**config.mk**
```make
export PLATFORM = sky130hd
export DESIGN_NAME = argmax_seq
export DESIGN_NICKNAME = d
export VERILOG_FILES = /design/src/rtl/argmax_seq.sv
export SDC_FILE = /design/constraint.sdc
export NUM_CORES = 1
export LEC_CHECK = 0
export CAP_MARGIN = 20
export CORE_MARGIN = 2
export CORE_UTILIZATION = 55
export CTS_BUF_LIST = sky130_fd_sc_hd__clkbuf_8
export CTS_CLUSTER_DIAMETER = 200
export DETAILED_ROUTE_END_ITERATION = 6
export PLACE_DENSITY = 0.82
export REMOVE_ABC_BUFFERS = 1
export SLEW_MARGIN = 25
export SYNTH_ARGS = -nofsm -noshare
export SYNTH_HDL_FRONTEND = slang
export SYNTH_SLANG_ARGS = --single-unit
```
**constraint.sdc**
```tcl
create_clock -name clk -period 4.9 [get_ports clk]
set_clock_uncertainty 0.1 [all_clocks]
set_input_delay 1.225 -clock clk [delete_from_list [all_inputs] [get_ports clk]]
set_output_delay 1.225 -clock clk [all_outputs]
set_load 0.05 [all_outputs]
```
**src/rtl/argmax_seq.sv**
```systemverilog
// -----------------------------------------------------------------------------
// argmax_seq
//   Sequential argmax over a vector of signed fixed-point scores.
//
//   This module receives the vector/start/done handshake that the relu stage
//   drives at the MLP output layer. An accepted start takes a snapshot of the
//   whole input vector. The module then scans the snapshot one element per
//   clock and reports the index and value of the largest element. Ties go to
//   the lowest index.
//
//   Ports
//     clk           rising-edge clock
//     reset         asynchronous, active-high; clears all state at once
//     start         scan request; honoured only while busy=0 (IDLE or DONE)
//     input_vector  NUM_CLASSES packed signed scores, element i at
//                   [i*FP_TOTAL_BITS +: FP_TOTAL_BITS] (element 0 in the LSBs)
//     class_idx     index of the maximum element (held until the next result)
//     max_value     value of the maximum element (held until the next result)
//     busy          high while a scan is in progress
//     done          one-cycle pulse; class_idx/max_value are valid
//
//   Timing: start sampled high at edge 0 gives done=1 in cycle NUM_CLASSES.
// -----------------------------------------------------------------------------
module argmax_seq #(
  parameter int NUM_CLASSES   = 4,
  parameter int FP_TOTAL_BITS = 16,
  parameter int FP_FRAC_BITS  = 8,
  localparam int IDX_W = (NUM_CLASSES > 1) ? $clog2(NUM_CLASSES) : 1
) (
  input  logic                                   clk,
  input  logic                                   reset,
  input  logic                                   start,
  input  logic [NUM_CLASSES*FP_TOTAL_BITS-1:0]   input_vector,
  output logic [IDX_W-1:0]                       class_idx,
  output logic signed [FP_TOTAL_BITS-1:0]        max_value,
  output logic                                   busy,
  output logic                                   done
);

  // FP_FRAC_BITS only keeps the interface consistent with the rest of the
  // datapath. Ordering Q-format numbers of one format is a plain integer
  // compare. This empty block records the legal range of the parameter.
  if (FP_FRAC_BITS < 0 || FP_FRAC_BITS >= FP_TOTAL_BITS) begin : g_frac_bits_out_of_range
  end

  typedef enum logic [1:0] {
    S_IDLE = 2'd0,
    S_SCAN = 2'd1,
    S_DONE = 2'd2
  } state_t;

  state_t                          state_q, state_d;
  logic signed [FP_TOTAL_BITS-1:0] snap_q [NUM_CLASSES];
  logic signed [FP_TOTAL_BITS-1:0] snap_d [NUM_CLASSES];
  logic [IDX_W-1:0]                cnt_q, cnt_d;
  logic signed [FP_TOTAL_BITS-1:0] best_val_q, best_val_d;
  logic [IDX_W-1:0]                best_idx_q, best_idx_d;
  logic [IDX_W-1:0]                class_idx_q, class_idx_d;
  logic signed [FP_TOTAL_BITS-1:0] max_value_q, max_value_d;
  logic                            busy_q, busy_d;
  logic                            done_q, done_d;

  always_comb begin
    state_d     = state_q;
    snap_d      = snap_q;
    cnt_d       = cnt_q;
    best_val_d  = best_val_q;
    best_idx_d  = best_idx_q;
    class_idx_d = class_idx_q;
    max_value_d = max_value_q;

    case (state_q)
      S_SCAN: begin
        cnt_d = cnt_q + IDX_W'(1);
        // Strictly greater only, so an equal later element never wins.
        if (snap_q[cnt_q] > best_val_q) begin
          best_val_d = snap_q[cnt_q];
          best_idx_d = cnt_q;
        end
        // The last element has been compared. Publish the final best. The
        // result registers do not change at any other point of a scan.
        if (cnt_q == IDX_W'(NUM_CLASSES - 1)) begin
          state_d     = S_DONE;
          class_idx_d = best_idx_d;
          max_value_d = best_val_d;
        end
      end

      default: begin
        // IDLE and DONE both accept a start. Accepting in DONE allows
        // back-to-back scans with no idle cycle between them.
        if (start) begin
          for (int i = 0; i < NUM_CLASSES; i++) begin
            snap_d[i] = input_vector[i*FP_TOTAL_BITS +: FP_TOTAL_BITS];
          end
          best_val_d = input_vector[FP_TOTAL_BITS-1:0];
          best_idx_d = '0;
          cnt_d      = IDX_W'(1);
          if (NUM_CLASSES == 1) begin
            // A single element is already the answer.
            state_d     = S_DONE;
            class_idx_d = '0;
            max_value_d = input_vector[FP_TOTAL_BITS-1:0];
          end else begin
            state_d = S_SCAN;
          end
        end else begin
          state_d = S_IDLE;
        end
      end
    endcase

    // busy and done are registered decodes of the next state. They therefore
    // line up exactly with the state they describe.
    busy_d = (state_d == S_SCAN);
    done_d = (state_d == S_DONE);
  end

  always_ff @(posedge clk or posedge reset) begin
    if (reset) begin
      state_q     <= S_IDLE;
      for (int i = 0; i < NUM_CLASSES; i++) begin
        snap_q[i] <= '0;
      end
      cnt_q       <= '0;
      best_val_q  <= '0;
      best_idx_q  <= '0;
      class_idx_q <= '0;
      max_value_q <= '0;
      busy_q      <= 1'b0;
      done_q      <= 1'b0;
    end else begin
      state_q     <= state_d;
      snap_q      <= snap_d;
      cnt_q       <= cnt_d;
      best_val_q  <= best_val_d;
      best_idx_q  <= best_idx_d;
      class_idx_q <= class_idx_d;
      max_value_q <= max_value_d;
      busy_q      <= busy_d;
      done_q      <= done_d;
    end
  end

  assign class_idx = class_idx_q;
  assign max_value = max_value_q;
  assign busy      = busy_q;
  assign done      = done_q;

endmodule

```
==> reports/metrics.csv <==
stage;metric;value;unit
routing;Routed met1 length;4930;um
global_routing;first-pass GRT wire length;19100;um
worst_hold_path;worst hold start;snap_q[26];
routing;vias;3899;
final_layout;layout cells sized above 1;0.224;
placement;# port buffers;86;
final_layout;inverter count;19;
clocking;post-cts hold buffer count;0;
synthesis;number of synthesized register bits;106;
critical_path;Crit path top cell by count;buf_4;
global_routing;pin count of the biggest net entering global routing;87;
sta;fmax;252;MHz
synthesis;most frequent cell after synthesis;dfrtp_1;
final_layout;# diodes;0;
worst_hold_path;worst hold path class;register to register;
final_layout;Layout area overhead;21.7;%
routing;met2 WL;5980;um
routing;Highest Signal Layer;met4;
final_layout;Cell Count, Final, Fillers Out;660;
synthesis;Ys Warns;0;
synthesis;Post-synth ARST share;1.00;
sta;Slew headroom;0.332;
floorplanning;Core Box Area;9680;um^2
global_routing;vias in the first global route;3997;
synthesis;Gate Count Post-Synth;444;
placement;GPL Wtd Cong;0.884;
placement;dpl hpwl;7890;um
status;status;finished, final reports clean;
critical_path;Worst setup EP type;register;
synthesis;ys flop type;dfrtp_1;
critical_path;Critical Path RT;5050;ps
critical_path;reg2reg setup slack;930;ps
final_layout;MI comb cells;286;
critical_path;slowest CP cell;dfrtp_1;
critical_path;crit path max fanout;23;
clocking;Max clock buf depth;2;
synthesis;Multiplexer share;0.199;
critical_path;CP Cell Sequence;buf_4 -> mux4_2 -> ha_1 -> nand2_1 -> o21ai_0 -> a311oi_2 -> or2_1 -> buf_4 -> a311oi_1 -> a211o_1;
final_layout;Area-dominant class;sequential cells;
critical_path;Startpoint Class;register;
sta;final hold violation count;0;
final_layout;Nets;606;
floorplanning;n_taps;133;
final_layout;Comb area;2550;um^2
routing;DRT antenna net count;0;
synthesis;yosys cell count;444;
global_routing;GRT Util Overall;0.229;
critical_path;Worst setup startpoint;cnt_q[0];
run;count of tool warnings;25;
sta;final period utilization;0.810;
synthesis;EDFF count, synth;0;
final_layout;Seq. cell area;2650;um^2
pwr;LEAKAGE;2.87;nW
floorplanning;FP Rows;36;
synthesis;Post-synth seq share;0.489;
final_layout;fraction of area in registers;0.402;
synthesis;post-synthesis cell type count;37;
critical_path;CP bufs+invs;2;
critical_path;Top delay family on crit path;AND-OR/OR-AND gates;
clocking;CTS H-tree lvls;3;
synthesis;xor+xnor area frac;0;
sta;Tmin final;3970;ps
routing;WL met3;550;um
run;maxcap violations;0;
placement;placed insts;643;
sta;Final setup viols;0;
floorplanning;die height;103;um
final_layout;Clock-cell share;0.0281;
synthesis;syn_area_per_cell;12.2;um^2
global_routing;initial antenna violation count;0;
pwr;PD cells;783;nW/um^2
sta;worst slew pin tran;1000;ps
floorplanning;FP Core Util;0.560;
clocking;number of cells upsized or downsized after cts;0;
clocking;clock slew at reported path FFs;100;ps
final_layout;Fill cells;690;
global_routing;global route overflow;0;
routing;vias per cell;5.91;
routing;starting DRC count in detailed routing;215;
clocking;CTS tree;yes;
sta;RSZ-0062 raised after global routing;false;
routing;Routed WL;11600;um
placement;pre-CTS WS;792;ps
synthesis;simple-gate share of the synthesized area;0.103;
pwr;Peak VDD IR;0.000398;V
critical_path;Worst R2R Start;cnt_q[0];
sta;final setup margin;932;ps
floorplanning;IO Pins;87;
synthesis;Max-area cell share;0.489;
critical_path;Worst EP arrival;4120;ps
synthesis;Syn Std Cell Area;5420;um^2
routing;WL/cell;17.6;um
sta;Final Max Slew Viols;0;
synthesis;Post-Synth Adder-Cell Area;0.0392;
synthesis;Top logic family;multiplexers;
clocking;number of post-CTS setup repair buffers;0;
critical_path;Max stage delay on crit path;650;ps
synthesis;largest area contributor in the netlist;dfrtp_1;
sta;final setup TNS;0;ps
final_layout;bufs w/o clock;100;
clocking;CTS Root Cell;clkbuf_8;
floorplanning;Die W;103;um
floorplanning;chip area;10700;um^2
critical_path;critical path type;register to register;
final_layout;logic share of the area;0.386;
final_layout;Final non-clock buffer share;0.147;
synthesis;Cell area leaders;dfrtp_1 49%, mux2_2 13%, mux4_2 6.6%, ha_1 3.9%, o211a_1 3.0%;
synthesis;AO/OA Area Share;0.127;
routing;1st-pass router iterations;5;
==> through the flow <==
step,utilization,instance area (um^2),total power [mW],hold slack [ps]
after floorplan,-,5270,3.79,374
after global placement,0.661,6400,4.53,382
after detailed placement,0.661,6400,4.66,389
after CTS,0.680,6590,5.18,410
after global routing,0.682,6600,5.55,432
final,0.682,6600,5.17,413
==> layout by cell type, fill, tap and decap left out, types with 16 or more instances in the layout <==
| master | count |
|---|---|
| and2_1 | 17 |
| o211a_1 | 16 |
| dfrtp_1 | 106 |
| a21oi_1 | 21 |
| nor2_1 | 35 |
| mux4_2 | 16 |
| nand4_1 | 20 |
| ha_1 | 17 |
| clkdlybuf4s50_1 | 86 |
| mux2_2 | 64 |
| inv_1 | 18 |
| a211o_1 | 16 |
==> state kept, by name, summed over array words and instances, names as in the netlist, 2 cells and up <==
signal	cells
snap_q	64
best_val_q	16
max_value	16
best_idx_q	2
class_idx	2
cnt_q	2
state_q	2
==> power by group <==
| part | switching (mW) | leakage, nW | internal (mW) |
|---|---|---|---|
| registers | 0.271 | 1.25 | 1.33 |
| clock network | 0.304 | 0.0933 | 0.203 |
| logic | 1.69 | 1.53 | 1.37 |
| total | 2.27 | 2.87 | 2.90 |
==> routing by layer <==
| layer | track usage | up-vias |
|---|---|---|
| met5 | 0 | - |
| met4 | 0.0820 | 0 |
| met3 | 0.0370 | 12 |
| met2 | 0.373 | 117 |
| met1 | 0.313 | 1966 |
| li1 | - | 1804 |
==> final timing paths <==
check | depth (start not counted) | endpoint
min reg2reg | 1 | snap_q[26]
max in group asynchronous | 4 | snap_q[61]
max | 10 | max_value[5]
min in group asynchronous | 2 | snap_q[22]
max reg2reg | 10 | max_value[5]
min | 1 | snap_q[26]
Clock wiring as the flow saved it:
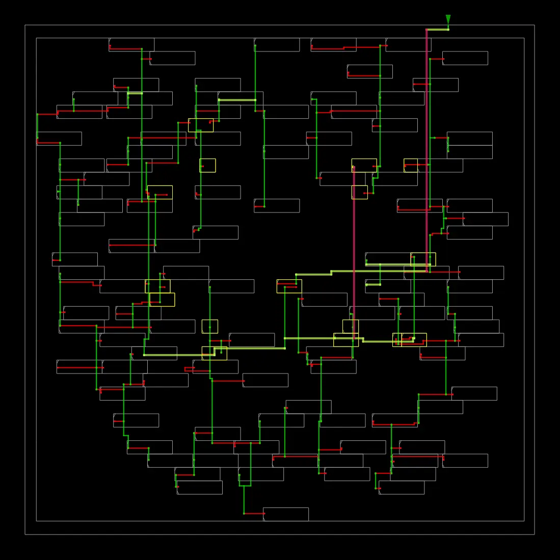
clk_lat worst skew: 370 ps
clkbuf count: 10
CTS Buf Count: 9
CTS Sinks: 106
flop count: 106

Clock distribution:
Scale: 4 px per um.
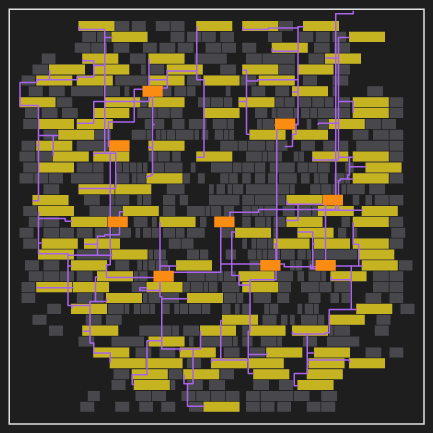
[orange] clock drivers | count: 9
[purple] clock wires | length: 1170 um
[yellow] flip-flops | count: 106
flops lie: spread over the die

Cell density map:
Scale: 4 px per um. 10 x 10 tiles, from white (low) to dark blue (high), 0 to 100% covered.
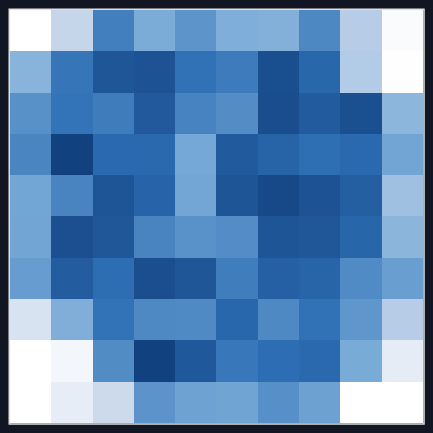
emptiest ninth of the die: lower left
tiles over 75% full: 36%
fullest tile: 93%
nearly empty tiles: 6.0%
mean over tiles: 60%

No activity file was given, so power comes from the tool's default toggle rates.
